$ cat config.mk
export PLATFORM = sky130hd
export DESIGN_NAME = mmu_tile_controller_flat
export DESIGN_NICKNAME = d
export VERILOG_FILES = /design/src/rtl/mmu_tile_controller_if.sv /design/src/rtl/mmu_tile_controller.sv /design/src/flat_wrapper.sv
export SDC_FILE = /design/constraint.sdc
export NUM_CORES = 1
export LEC_CHECK = 0
export ABC_CLOCK_PERIOD_IN_PS = 2900
export CAP_MARGIN = 20
export CORE_UTILIZATION = 53
export CTS_BUF_LIST = sky130_fd_sc_hd__clkbuf_8
export CTS_CLUSTER_DIAMETER = 150
export DETAILED_ROUTE_END_ITERATION = 6
export MAX_ROUTING_LAYER = met4
export PLACE_DENSITY = 0.9
export SYNTH_ARGS = -nofsm -noshare
export SYNTH_HDL_FRONTEND = slang
export SYNTH_SLANG_ARGS = --single-unit
$ cat constraint.sdc
create_clock -name clk -period 2.9 [get_ports clk]
set_input_delay 0.58 -clock clk [delete_from_list [all_inputs] [get_ports clk]]
set_output_delay 0.58 -clock clk [all_outputs]
set_load 0.005 [all_outputs]
$ cat src/rtl/mmu_tile_controller_if.sv
// Command/status bundle between mmu_tile_controller and its neighbours
// (Rx decoder, input buffers, MMU array, activation/pooling/FIFO path).
//   master : controller view (drives buffer/MMU/FIFO controls, reads commands and dims)
//   slave  : environment view (drives commands, dims, FIFO status; reads controls)
// op_cycles exists only when MMU_PERF_CNT_EN is defined.
interface mmu_tile_controller_if #(
  parameter int unsigned ACC_SIZE = 24,
  parameter int unsigned DIM_W    = 8,
  parameter int unsigned TIDX_W   = 5
) ();

  logic                       load;
  logic                       buffer_a_b;
  logic                       multiply;
  logic signed [ACC_SIZE-1:0] bias_in;
  logic [1:0]                 activation_in;
  logic [1:0]                 pooling_in;
  logic [DIM_W-1:0]           dim_x_a;
  logic [DIM_W-1:0]           dim_y_a;
  logic [DIM_W-1:0]           dim_x_b;
  logic [DIM_W-1:0]           dim_y_b;
  logic                       fifo_almst_full;

  logic                       mpu_ready;
  logic [1:0]                 buf_a_cmd;
  logic [1:0]                 buf_b_cmd;
  logic [TIDX_W-1:0]          buf_a_row_t;
  logic [TIDX_W-1:0]          buf_a_col_t;
  logic [TIDX_W-1:0]          buf_b_row_t;
  logic [TIDX_W-1:0]          buf_b_col_t;
  logic                       mmu_clear;
  logic                       mmu_shift;
  logic                       out_valid;
  logic                       out_last;
  logic [DIM_W-1:0]           tile_rows;
  logic [DIM_W-1:0]           tile_cols;
  logic signed [ACC_SIZE-1:0] bias_ctrl;
  logic [1:0]                 activation_ctrl;
  logic [1:0]                 pooling_ctrl;
  logic                       fifo_dim_wr;
  logic [DIM_W-1:0]           dim_x_fifo;
  logic [DIM_W-1:0]           dim_y_fifo;
  logic                       dim_error;
`ifdef MMU_PERF_CNT_EN
  logic [31:0]                op_cycles;
`endif

  modport master (
    input  load, buffer_a_b, multiply, bias_in, activation_in, pooling_in,
           dim_x_a, dim_y_a, dim_x_b, dim_y_b, fifo_almst_full,
    output mpu_ready, buf_a_cmd, buf_b_cmd,
           buf_a_row_t, buf_a_col_t, buf_b_row_t, buf_b_col_t,
           mmu_clear, mmu_shift, out_valid, out_last, tile_rows, tile_cols,
           bias_ctrl, activation_ctrl, pooling_ctrl,
           fifo_dim_wr, dim_x_fifo, dim_y_fifo, dim_error
`ifdef MMU_PERF_CNT_EN
           , op_cycles
`endif
  );

  modport slave (
    output load, buffer_a_b, multiply, bias_in, activation_in, pooling_in,
           dim_x_a, dim_y_a, dim_x_b, dim_y_b, fifo_almst_full,
    input  mpu_ready, buf_a_cmd, buf_b_cmd,
           buf_a_row_t, buf_a_col_t, buf_b_row_t, buf_b_col_t,
           mmu_clear, mmu_shift, out_valid, out_last, tile_rows, tile_cols,
           bias_ctrl, activation_ctrl, pooling_ctrl,
           fifo_dim_wr, dim_x_fifo, dim_y_fifo, dim_error
`ifdef MMU_PERF_CNT_EN
           , op_cycles
`endif
  );

endinterface

$ cat src/rtl/mmu_tile_controller.sv
// Tiled MMU controller: splits A(dim_x_a x dim_y_a) * B(dim_x_b x dim_y_b) into
// MMU_SIZE x MMU_SIZE output tiles (row-major, column tile inner) and
// accumulates each over the K tiles. Sequences buffer SEND, MMU clear/shift
// and output-FIFO dimension writes.
// Ports:
//   clk    : clock
//   rst_n  : synchronous active-low reset
//   bus    : mmu_tile_controller_if.master (commands, dims, FIFO status in;
//            buffer commands/tile indices, MMU controls, latched modes,
//            FIFO dims, dim_error out). All outputs are registered.
// Optional feature: define MMU_PERF_CNT_EN to add bus.op_cycles, a saturating
// count of cycles from an accepted multiply until mpu_ready returns.
module mmu_tile_controller #(
  parameter int unsigned ACC_SIZE = 24,
  parameter int unsigned MMU_SIZE = 10,
  parameter int unsigned DIM_W    = 8,
  parameter int unsigned TIDX_W   = 5
) (
  input  logic                  clk,
  input  logic                  rst_n,
  mmu_tile_controller_if.master bus
);

  localparam int unsigned CNT_W = $clog2(2 * MMU_SIZE);

  localparam logic [DIM_W-1:0] M_DIM      = DIM_W'(MMU_SIZE);
  localparam logic [CNT_W-1:0] STEP_LAST  = CNT_W'(MMU_SIZE - 1);
  localparam logic [CNT_W-1:0] FLUSH_LAST = CNT_W'(2 * MMU_SIZE - 1);

  typedef enum logic [1:0] {
    CMD_NONE  = 2'b00,
    CMD_LOAD  = 2'b01,
    CMD_SEND  = 2'b10,
    CMD_CLEAR = 2'b11
  } buf_cmd_e;

  typedef enum logic [2:0] {
    S_IDLE,
    S_CHECK,
    S_WAIT_FIFO,
    S_FEED,
    S_FLUSH,
    S_DRAIN
  } state_e;

  // Ceil(d/2): output dimension after 2x2 pooling.
  function automatic logic [DIM_W-1:0] ceil_half(input logic [DIM_W-1:0] d);
    return (d >> 1) + {{(DIM_W-1){1'b0}}, d[0]};
  endfunction

  // Valid extent of a tile given the remaining rows/cols from its origin.
  function automatic logic [DIM_W-1:0] tile_extent(input logic [DIM_W-1:0] rem);
    return (rem > M_DIM) ? M_DIM : rem;
  endfunction

  state_e                     state_q, state_d;
  logic [CNT_W-1:0]           cnt_q, cnt_d;
  logic [TIDX_W-1:0]          rt_q, rt_d, ct_q, ct_d, kt_q, kt_d;
  // Remaining extents from the current tile origin replace any division.
  logic [DIM_W-1:0]           row_rem_q, row_rem_d, col_rem_q, col_rem_d, k_rem_q, k_rem_d;
  logic [DIM_W-1:0]           dxa_q, dxa_d, dya_q, dya_d, dxb_q, dxb_d, dyb_q, dyb_d;

  logic                       mpu_ready_q, mpu_ready_d;
  logic [1:0]                 buf_a_cmd_q, buf_a_cmd_d, buf_b_cmd_q, buf_b_cmd_d;
  logic [TIDX_W-1:0]          buf_a_row_t_q, buf_a_row_t_d, buf_a_col_t_q, buf_a_col_t_d;
  logic [TIDX_W-1:0]          buf_b_row_t_q, buf_b_row_t_d, buf_b_col_t_q, buf_b_col_t_d;
  logic                       mmu_clear_q, mmu_clear_d, mmu_shift_q, mmu_shift_d;
  logic                       out_valid_q, out_valid_d, out_last_q, out_last_d;
  logic [DIM_W-1:0]           tile_rows_q, tile_rows_d, tile_cols_q, tile_cols_d;
  logic signed [ACC_SIZE-1:0] bias_ctrl_q, bias_ctrl_d;
  logic [1:0]                 activation_ctrl_q, activation_ctrl_d;
  logic [1:0]                 pooling_ctrl_q, pooling_ctrl_d;
  logic                       fifo_dim_wr_q, fifo_dim_wr_d;
  logic [DIM_W-1:0]           dim_x_fifo_q, dim_x_fifo_d, dim_y_fifo_q, dim_y_fifo_d;
  logic                       dim_error_q, dim_error_d;
`ifdef MMU_PERF_CNT_EN
  logic [31:0]                op_cycles_q, op_cycles_d;
`endif

  logic                       accept;
  logic                       last_tile;
  logic                       send;
  logic [TIDX_W-1:0]          send_kt;
  logic [DIM_W-1:0]           row;

  // Next-state and next-output logic.
  always_comb begin
    state_d           = state_q;
    cnt_d             = cnt_q;
    rt_d              = rt_q;
    ct_d              = ct_q;
    kt_d              = kt_q;
    row_rem_d         = row_rem_q;
    col_rem_d         = col_rem_q;
    k_rem_d           = k_rem_q;
    dxa_d             = dxa_q;
    dya_d             = dya_q;
    dxb_d             = dxb_q;
    dyb_d             = dyb_q;
    mpu_ready_d       = mpu_ready_q;
    buf_a_cmd_d       = CMD_NONE;
    buf_b_cmd_d       = CMD_NONE;
    buf_a_row_t_d     = buf_a_row_t_q;
    buf_a_col_t_d     = buf_a_col_t_q;
    buf_b_row_t_d     = buf_b_row_t_q;
    buf_b_col_t_d     = buf_b_col_t_q;
    mmu_clear_d       = 1'b0;
    mmu_shift_d       = 1'b0;
    out_valid_d       = 1'b0;
    out_last_d        = 1'b0;
    tile_rows_d       = tile_rows_q;
    tile_cols_d       = tile_cols_q;
    bias_ctrl_d       = bias_ctrl_q;
    activation_ctrl_d = activation_ctrl_q;
    pooling_ctrl_d    = pooling_ctrl_q;
    fifo_dim_wr_d     = 1'b0;
    dim_x_fifo_d      = dim_x_fifo_q;
    dim_y_fifo_d      = dim_y_fifo_q;
    dim_error_d       = 1'b0;
    accept            = 1'b0;
    send              = 1'b0;
    send_kt           = '0;
    row               = '0;
    last_tile         = (row_rem_q <= M_DIM) && (col_rem_q <= M_DIM);

    unique case (state_q)
      S_IDLE: begin
        // load wins over a simultaneous multiply.
        if (bus.load) begin
          if (bus.buffer_a_b) buf_b_cmd_d = CMD_LOAD;
          else                buf_a_cmd_d = CMD_LOAD;
        end else if (bus.multiply) begin
          accept            = 1'b1;
          dxa_d             = bus.dim_x_a;
          dya_d             = bus.dim_y_a;
          dxb_d             = bus.dim_x_b;
          dyb_d             = bus.dim_y_b;
          bias_ctrl_d       = bus.bias_in;
          activation_ctrl_d = bus.activation_in;
          pooling_ctrl_d    = bus.pooling_in;
          mpu_ready_d       = 1'b0;
          state_d           = S_CHECK;
        end
      end

      S_CHECK: begin
        if ((dya_q != dxb_q) || (dxa_q == '0) || (dya_q == '0) ||
            (dxb_q == '0) || (dyb_q == '0)) begin
          dim_error_d = 1'b1;
          mpu_ready_d = 1'b1;
          state_d     = S_IDLE;
        end else begin
          fifo_dim_wr_d = 1'b1;
          dim_x_fifo_d  = (pooling_ctrl_q != 2'b00) ? ceil_half(dxa_q) : dxa_q;
          dim_y_fifo_d  = (pooling_ctrl_q != 2'b00) ? ceil_half(dyb_q) : dyb_q;
          rt_d          = '0;
          ct_d          = '0;
          row_rem_d     = dxa_q;
          col_rem_d     = dyb_q;
          state_d       = S_WAIT_FIFO;
        end
      end

      S_WAIT_FIFO: begin
        // First K step of a new output tile.
        if (!bus.fifo_almst_full) begin
          send        = 1'b1;
          send_kt     = '0;
          mmu_clear_d = 1'b1;
          tile_rows_d = tile_extent(row_rem_q);
          tile_cols_d = tile_extent(col_rem_q);
          kt_d        = '0;
          k_rem_d     = dya_q;
          cnt_d       = '0;
          state_d     = S_FEED;
        end
      end

      S_FEED: begin
        if (cnt_q == STEP_LAST) begin
          cnt_d = '0;
          if (k_rem_q <= M_DIM) begin
            state_d = S_FLUSH;
          end else begin
            send    = 1'b1;
            send_kt = kt_q + TIDX_W'(1);
            kt_d    = kt_q + TIDX_W'(1);
            k_rem_d = k_rem_q - M_DIM;
          end
        end else begin
          cnt_d = cnt_q + CNT_W'(1);
        end
      end

      S_FLUSH: begin
        if (cnt_q == FLUSH_LAST) begin
          cnt_d       = '0;
          mmu_shift_d = 1'b1;
          row         = '0;
          state_d     = S_DRAIN;
        end else begin
          cnt_d = cnt_q + CNT_W'(1);
        end
      end

      S_DRAIN: begin
        if (cnt_q != STEP_LAST) begin
          cnt_d       = cnt_q + CNT_W'(1);
          mmu_shift_d = 1'b1;
          row         = DIM_W'(cnt_q) + DIM_W'(1);
        end else begin
          cnt_d = '0;
          if (last_tile) begin
            buf_a_cmd_d = CMD_CLEAR;
            buf_b_cmd_d = CMD_CLEAR;
            mpu_ready_d = 1'b1;
            rt_d        = '0;
            ct_d        = '0;
            kt_d        = '0;
            state_d     = S_IDLE;
          end else begin
            if (col_rem_q > M_DIM) begin
              ct_d      = ct_q + TIDX_W'(1);
              col_rem_d = col_rem_q - M_DIM;
            end else begin
              ct_d      = '0;
              col_rem_d = dyb_q;
              rt_d      = rt_q + TIDX_W'(1);
              row_rem_d = row_rem_q - M_DIM;
            end
            state_d = S_WAIT_FIFO;
          end
        end
      end

      default: state_d = S_IDLE;
    endcase

    // A tile (rt,kt) and B tile (kt,ct) are always sent together.
    if (send) begin
      buf_a_cmd_d   = CMD_SEND;
      buf_b_cmd_d   = CMD_SEND;
      buf_a_row_t_d = rt_q;
      buf_a_col_t_d = send_kt;
      buf_b_row_t_d = send_kt;
      buf_b_col_t_d = ct_q;
    end

    // Row qualification for the row leaving the array on the next cycle.
    if (mmu_shift_d) begin
      out_valid_d = (row < tile_rows_q);
      out_last_d  = last_tile && (row == (tile_rows_q - DIM_W'(1)));
    end
  end

`ifdef MMU_PERF_CNT_EN
  // The accept cycle counts as the first cycle of the operation.
  always_comb begin
    op_cycles_d = op_cycles_q;
    if (accept)
      op_cycles_d = 32'd1;
    else if ((state_q != S_IDLE) && (op_cycles_q != 32'hFFFF_FFFF))
      op_cycles_d = op_cycles_q + 32'd1;
  end
`endif

  // State and output registers.
  always_ff @(posedge clk) begin
    if (!rst_n) begin
      state_q           <= S_IDLE;
      cnt_q             <= '0;
      rt_q              <= '0;
      ct_q              <= '0;
      kt_q              <= '0;
      row_rem_q         <= '0;
      col_rem_q         <= '0;
      k_rem_q           <= '0;
      dxa_q             <= '0;
      dya_q             <= '0;
      dxb_q             <= '0;
      dyb_q             <= '0;
      mpu_ready_q       <= 1'b1;
      buf_a_cmd_q       <= CMD_NONE;
      buf_b_cmd_q       <= CMD_NONE;
      buf_a_row_t_q     <= '0;
      buf_a_col_t_q     <= '0;
      buf_b_row_t_q     <= '0;
      buf_b_col_t_q     <= '0;
      mmu_clear_q       <= 1'b0;
      mmu_shift_q       <= 1'b0;
      out_valid_q       <= 1'b0;
      out_last_q        <= 1'b0;
      tile_rows_q       <= '0;
      tile_cols_q       <= '0;
      bias_ctrl_q       <= '0;
      activation_ctrl_q <= '0;
      pooling_ctrl_q    <= '0;
      fifo_dim_wr_q     <= 1'b0;
      dim_x_fifo_q      <= '0;
      dim_y_fifo_q      <= '0;
      dim_error_q       <= 1'b0;
`ifdef MMU_PERF_CNT_EN
      op_cycles_q       <= '0;
`endif
    end else begin
      state_q           <= state_d;
      cnt_q             <= cnt_d;
      rt_q              <= rt_d;
      ct_q              <= ct_d;
      kt_q              <= kt_d;
      row_rem_q         <= row_rem_d;
      col_rem_q         <= col_rem_d;
      k_rem_q           <= k_rem_d;
      dxa_q             <= dxa_d;
      dya_q             <= dya_d;
      dxb_q             <= dxb_d;
      dyb_q             <= dyb_d;
      mpu_ready_q       <= mpu_ready_d;
      buf_a_cmd_q       <= buf_a_cmd_d;
      buf_b_cmd_q       <= buf_b_cmd_d;
      buf_a_row_t_q     <= buf_a_row_t_d;
      buf_a_col_t_q     <= buf_a_col_t_d;
      buf_b_row_t_q     <= buf_b_row_t_d;
      buf_b_col_t_q     <= buf_b_col_t_d;
      mmu_clear_q       <= mmu_clear_d;
      mmu_shift_q       <= mmu_shift_d;
      out_valid_q       <= out_valid_d;
      out_last_q        <= out_last_d;
      tile_rows_q       <= tile_rows_d;
      tile_cols_q       <= tile_cols_d;
      bias_ctrl_q       <= bias_ctrl_d;
      activation_ctrl_q <= activation_ctrl_d;
      pooling_ctrl_q    <= pooling_ctrl_d;
      fifo_dim_wr_q     <= fifo_dim_wr_d;
      dim_x_fifo_q      <= dim_x_fifo_d;
      dim_y_fifo_q      <= dim_y_fifo_d;
      dim_error_q       <= dim_error_d;
`ifdef MMU_PERF_CNT_EN
      op_cycles_q       <= op_cycles_d;
`endif
    end
  end

  assign bus.mpu_ready       = mpu_ready_q;
  assign bus.buf_a_cmd       = buf_a_cmd_q;
  assign bus.buf_b_cmd       = buf_b_cmd_q;
  assign bus.buf_a_row_t     = buf_a_row_t_q;
  assign bus.buf_a_col_t     = buf_a_col_t_q;
  assign bus.buf_b_row_t     = buf_b_row_t_q;
  assign bus.buf_b_col_t     = buf_b_col_t_q;
  assign bus.mmu_clear       = mmu_clear_q;
  assign bus.mmu_shift       = mmu_shift_q;
  assign bus.out_valid       = out_valid_q;
  assign bus.out_last        = out_last_q;
  assign bus.tile_rows       = tile_rows_q;
  assign bus.tile_cols       = tile_cols_q;
  assign bus.bias_ctrl       = bias_ctrl_q;
  assign bus.activation_ctrl = activation_ctrl_q;
  assign bus.pooling_ctrl    = pooling_ctrl_q;
  assign bus.fifo_dim_wr     = fifo_dim_wr_q;
  assign bus.dim_x_fifo      = dim_x_fifo_q;
  assign bus.dim_y_fifo      = dim_y_fifo_q;
  assign bus.dim_error       = dim_error_q;
`ifdef MMU_PERF_CNT_EN
  assign bus.op_cycles       = op_cycles_q;
`endif

endmodule

$ cat src/flat_wrapper.sv
// flat-port wrapper written by rule: the top's interface ports become plain ports
module mmu_tile_controller_flat 
#(
  parameter int unsigned ACC_SIZE = 24,
  parameter int unsigned MMU_SIZE = 10,
  parameter int unsigned DIM_W    = 8,
  parameter int unsigned TIDX_W   = 5
)
  (clk, rst_n, bus_load, bus_buffer_a_b, bus_multiply, bus_bias_in, bus_activation_in, bus_pooling_in, bus_dim_x_a, bus_dim_y_a, bus_dim_x_b, bus_dim_y_b, bus_fifo_almst_full, bus_mpu_ready, bus_buf_a_cmd, bus_buf_b_cmd, bus_buf_a_row_t, bus_buf_a_col_t, bus_buf_b_row_t, bus_buf_b_col_t, bus_mmu_clear, bus_mmu_shift, bus_out_valid, bus_out_last, bus_tile_rows, bus_tile_cols, bus_bias_ctrl, bus_activation_ctrl, bus_pooling_ctrl, bus_fifo_dim_wr, bus_dim_x_fifo, bus_dim_y_fifo, bus_dim_error);
  mmu_tile_controller_if #(.ACC_SIZE(ACC_SIZE), .DIM_W(DIM_W), .TIDX_W(TIDX_W)) bus_i ();
  input  logic clk;
  input  logic rst_n;
  input wire logic [$bits(bus_i.load)-1:0] bus_load;
  input wire logic [$bits(bus_i.buffer_a_b)-1:0] bus_buffer_a_b;
  input wire logic [$bits(bus_i.multiply)-1:0] bus_multiply;
  input wire logic [$bits(bus_i.bias_in)-1:0] bus_bias_in;
  input wire logic [$bits(bus_i.activation_in)-1:0] bus_activation_in;
  input wire logic [$bits(bus_i.pooling_in)-1:0] bus_pooling_in;
  input wire logic [$bits(bus_i.dim_x_a)-1:0] bus_dim_x_a;
  input wire logic [$bits(bus_i.dim_y_a)-1:0] bus_dim_y_a;
  input wire logic [$bits(bus_i.dim_x_b)-1:0] bus_dim_x_b;
  input wire logic [$bits(bus_i.dim_y_b)-1:0] bus_dim_y_b;
  input wire logic [$bits(bus_i.fifo_almst_full)-1:0] bus_fifo_almst_full;
  output wire logic [$bits(bus_i.mpu_ready)-1:0] bus_mpu_ready;
  output wire logic [$bits(bus_i.buf_a_cmd)-1:0] bus_buf_a_cmd;
  output wire logic [$bits(bus_i.buf_b_cmd)-1:0] bus_buf_b_cmd;
  output wire logic [$bits(bus_i.buf_a_row_t)-1:0] bus_buf_a_row_t;
  output wire logic [$bits(bus_i.buf_a_col_t)-1:0] bus_buf_a_col_t;
  output wire logic [$bits(bus_i.buf_b_row_t)-1:0] bus_buf_b_row_t;
  output wire logic [$bits(bus_i.buf_b_col_t)-1:0] bus_buf_b_col_t;
  output wire logic [$bits(bus_i.mmu_clear)-1:0] bus_mmu_clear;
  output wire logic [$bits(bus_i.mmu_shift)-1:0] bus_mmu_shift;
  output wire logic [$bits(bus_i.out_valid)-1:0] bus_out_valid;
  output wire logic [$bits(bus_i.out_last)-1:0] bus_out_last;
  output wire logic [$bits(bus_i.tile_rows)-1:0] bus_tile_rows;
  output wire logic [$bits(bus_i.tile_cols)-1:0] bus_tile_cols;
  output wire logic [$bits(bus_i.bias_ctrl)-1:0] bus_bias_ctrl;
  output wire logic [$bits(bus_i.activation_ctrl)-1:0] bus_activation_ctrl;
  output wire logic [$bits(bus_i.pooling_ctrl)-1:0] bus_pooling_ctrl;
  output wire logic [$bits(bus_i.fifo_dim_wr)-1:0] bus_fifo_dim_wr;
  output wire logic [$bits(bus_i.dim_x_fifo)-1:0] bus_dim_x_fifo;
  output wire logic [$bits(bus_i.dim_y_fifo)-1:0] bus_dim_y_fifo;
  output wire logic [$bits(bus_i.dim_error)-1:0] bus_dim_error;
  assign bus_i.load = bus_load;
  assign bus_i.buffer_a_b = bus_buffer_a_b;
  assign bus_i.multiply = bus_multiply;
  assign bus_i.bias_in = bus_bias_in;
  assign bus_i.activation_in = bus_activation_in;
  assign bus_i.pooling_in = bus_pooling_in;
  assign bus_i.dim_x_a = bus_dim_x_a;
  assign bus_i.dim_y_a = bus_dim_y_a;
  assign bus_i.dim_x_b = bus_dim_x_b;
  assign bus_i.dim_y_b = bus_dim_y_b;
  assign bus_i.fifo_almst_full = bus_fifo_almst_full;
  assign bus_mpu_ready = bus_i.mpu_ready;
  assign bus_buf_a_cmd = bus_i.buf_a_cmd;
  assign bus_buf_b_cmd = bus_i.buf_b_cmd;
  assign bus_buf_a_row_t = bus_i.buf_a_row_t;
  assign bus_buf_a_col_t = bus_i.buf_a_col_t;
  assign bus_buf_b_row_t = bus_i.buf_b_row_t;
  assign bus_buf_b_col_t = bus_i.buf_b_col_t;
  assign bus_mmu_clear = bus_i.mmu_clear;
  assign bus_mmu_shift = bus_i.mmu_shift;
  assign bus_out_valid = bus_i.out_valid;
  assign bus_out_last = bus_i.out_last;
  assign bus_tile_rows = bus_i.tile_rows;
  assign bus_tile_cols = bus_i.tile_cols;
  assign bus_bias_ctrl = bus_i.bias_ctrl;
  assign bus_activation_ctrl = bus_i.activation_ctrl;
  assign bus_pooling_ctrl = bus_i.pooling_ctrl;
  assign bus_fifo_dim_wr = bus_i.fifo_dim_wr;
  assign bus_dim_x_fifo = bus_i.dim_x_fifo;
  assign bus_dim_y_fifo = bus_i.dim_y_fifo;
  assign bus_dim_error = bus_i.dim_error;
  mmu_tile_controller #(.ACC_SIZE(ACC_SIZE), .MMU_SIZE(MMU_SIZE), .DIM_W(DIM_W), .TIDX_W(TIDX_W)) u_core (.clk(clk), .rst_n(rst_n), .bus(bus_i));
endmodule
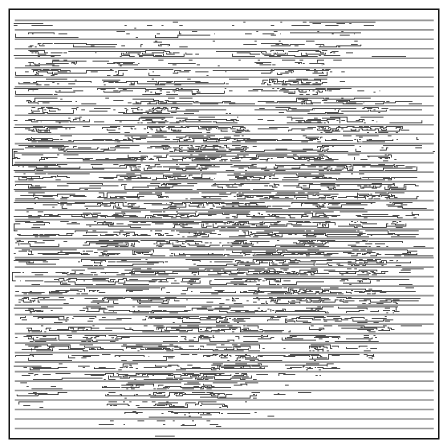
layer_met1.png
Supply wires on this layer in grey.
1070 nets have wire on it. The layer holds 44% of the routed length. The longest straight run is 29.9 um. The wires run mostly horizontal.
Vias: 7606
GR met1 Demand/Resource: 37.0%
final wirelength: 21000 um

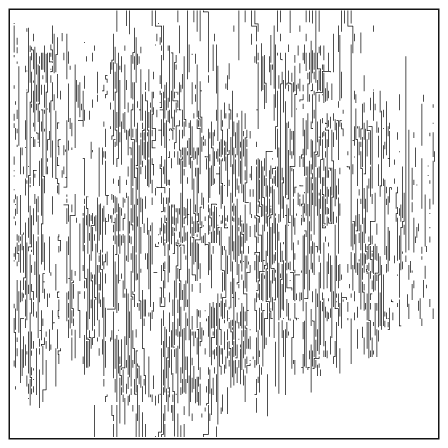
layer_met2.png
1016 nets have wire on it. The layer carries 9820 um of wire. The layer holds 47% of the routed length. The wires run mostly vertical.
met2 Use GR: 48.0%

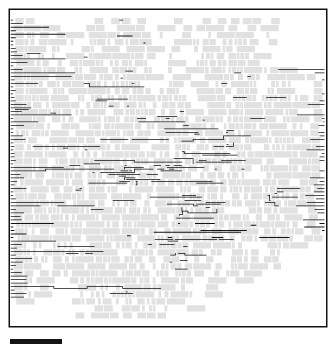
layer_met3.png
Scale bar: 20 um. Cells faint in the background.
The wires run mostly horizontal. The longest straight run is 35.6 um. The layer holds 7.3% of the routed length.

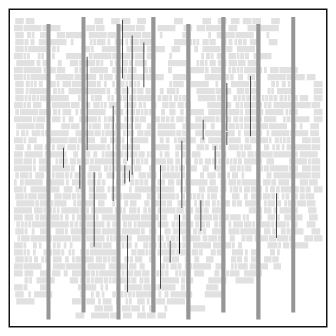
layer_met4.png
Supply wires on this layer in grey. Cells faint in the background.
The layer carries 460 um of wire. The wires run mostly vertical.

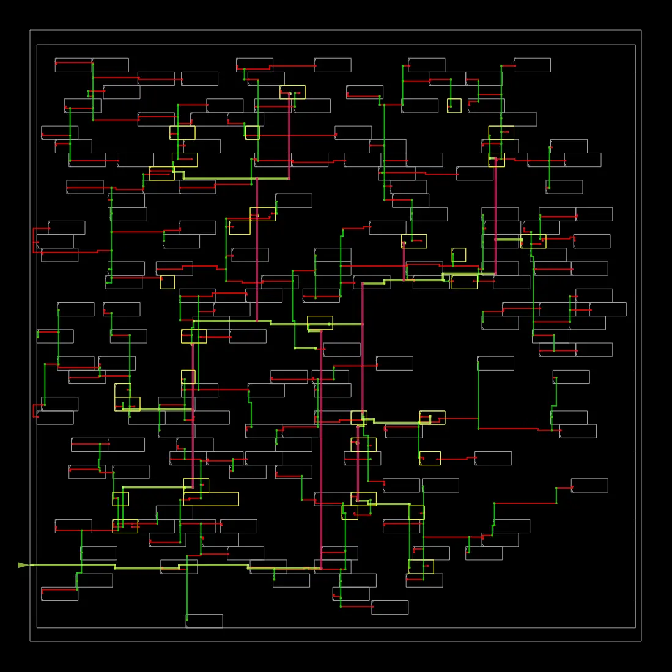
clocks.png
clk_skew: 10.9 ps
CLK BUF: 18
CTS Sinks: 164
Latency at later pin: 470 ps

[where the power goes]
part           internal [mW]  switching (mW)  leakage, nW
clock network          0.724           0.933        0.183
registers               2.30          0.0592         1.33
logic                  0.217           0.218         2.04
total                   3.24            1.21         3.55
[final cells by class]
cell class,count,area (um2)
clock buffers,18,248
multi-input cells,718,4030
fillers,1103,4240
flip-flops and latches,164,3280
repair buffers,180,1780
clock inverters,14,143
inverters,25,95.1
well taps,180,225
[worst register-to-register path, cell delays in order, from the launching register on]
cell	delay, ps
dfxtp_1	460
ha_1	200
nand4bb_1	340
nand2_1	340
nor2_1	110
ha_1	280
nor2b_1	130
o21a_1	160
o21ai_0	140
nand2b_1	70
a21oi_1	150
o21a_1	140
==> results.sh <==
# implementation run metrics
export IMPL_whs_endpoint="u_core.bus.tile_cols[0]"
export IMPL_final_cell_mix="nand2_1 (209), dfxtp_1 (164), clkdlybuf4s50_1 (156)"
export IMPL_cp_top_family="simple AND/OR/NAND/NOR gates"
export IMPL_via_per_inst=5.86
export IMPL_post_route_util_pct=69.8
export IMPL_synth_adder_area_share_pct=3.41
export IMPL_end_kind="register"
export IMPL_status="finished, final reports clean"
export IMPL_finalNonFillerCells=1299
export IMPL_largest_register_ffs=24
export IMPL_synth_cells=979
export IMPL_die_h_um=123
export IMPL_p_leak_nw=3.55
export IMPL_tns_ps=0
export IMPL_rsz0062_at_grt="no"
export IMPL_crit_fanout=8
export IMPL_drt_pass1_iter_count=5
export IMPL_htreeDepth=4
export IMPL_io_pins=157
export IMPL_fin_total_pwr_mw=4.45
export IMPL_r2r_start="u_core.cnt_q[0]"
export IMPL_routed_top_layer="met4"
export IMPL_xor_area_share_pct=3.18
export IMPL_synth_seq_area_share_pct=42.6
export IMPL_drive_above_1_share_pct=7.06
export IMPL_cp_depth=11
export IMPL_ys_area_mm2=0.00771
export IMPL_final_nets=1193
export IMPL_cts_resized=0
export IMPL_clockBufferDepth=2
export IMPL_crit_required_ps=3320
export IMPL_drt_iter0_drc=579
export IMPL_ys_ff=164
export IMPL_place_hpwl_um=14800
export IMPL_dieWidth_um=123
export IMPL_post_cts_setup_buffers=0
export IMPL_slew_headroom_pct=49.8
export IMPL_cts_root_buf="clkbuf_8"
export IMPL_largest_area_cell="dfxtp_1"
export IMPL_layout_min_cycle_time_ps=2570
export IMPL_grt_pass1_wl_um=34200
export IMPL_crit_chain="ha_1 -> nand4bb_1 -> nand2_1 -> nor2_1 -> ha_1 -> nor2b_1 -> o21a_1 -> o21ai_0 -> nand2b_1 -> a21oi_1 -> o21a_1"
export IMPL_cp_num_buf_inv=0
export IMPL_fin_area_mm2=0.00980
export IMPL_hp_class="register to register"
export IMPL_synthDistinctLibCells=64
export IMPL_dpl_cell_count=1267
export IMPL_cp_arrival_ps=2980
export IMPL_wl_met2_um=9820
export IMPL_ctsHoldBuffers=0
export IMPL_netlist_logic_family_top="simple AND/OR/NAND/NOR gates"
export IMPL_cts_made_buffers=17
export IMPL_fp_nets=1066
export IMPL_port_buffers=156
export IMPL_grt_total_usage_pct=29.9
export IMPL_crit_path_start="u_core.cnt_q[0]"
export IMPL_grt_met3_usage_pct=6.04
export IMPL_finalClockPeriodUsage_pct=88.5
export IMPL_hold_start="u_core.bus.tile_cols[0]"
export IMPL_cap_viol_max_count=0
export IMPL_holdWs_ps=456
export IMPL_placed_cell_area_mm2=0.00941
export IMPL_setup_viol=0
export IMPL_drc=0
export IMPL_die_area_mm2=0.0150
export IMPL_critPathCapture="u_core.bus.out_valid"
export IMPL_fmax_mhz=390
export IMPL_path_clk_slew_ps=90
export IMPL_antenna_found_initial=0
export IMPL_reg2reg_slack_ps=330
export IMPL_cp_slowest_stage_delay_ps=460
export IMPL_yosys_area_top_type_share_pct=42.6
export IMPL_routed_wl_met3_um=1530
export IMPL_cts_tree="done"
export IMPL_antennaDiodeCount=0
export IMPL_floorplan_core_util_pct=54.9
export IMPL_path_class="register to register"
export IMPL_synthAoiAreaFrac_pct=20.6
export IMPL_synth_area_mm2=0.00771
export IMPL_synth_avg_cell_area_um2=7.88
export IMPL_coreArea_mm2=0.0140
export IMPL_async_flop_share_pct=0
export IMPL_gr_total_overflow=0
export IMPL_start_kind="register"
export IMPL_top_cells_by_count="nand2_1 (210), dfxtp_1 (164), a21oi_1 (119), nor2_1 (55), clkbuf_1 (52)"
export IMPL_syn2layout_area_growth_pct=27.1
Power is estimated from default activity; no workload was simulated.
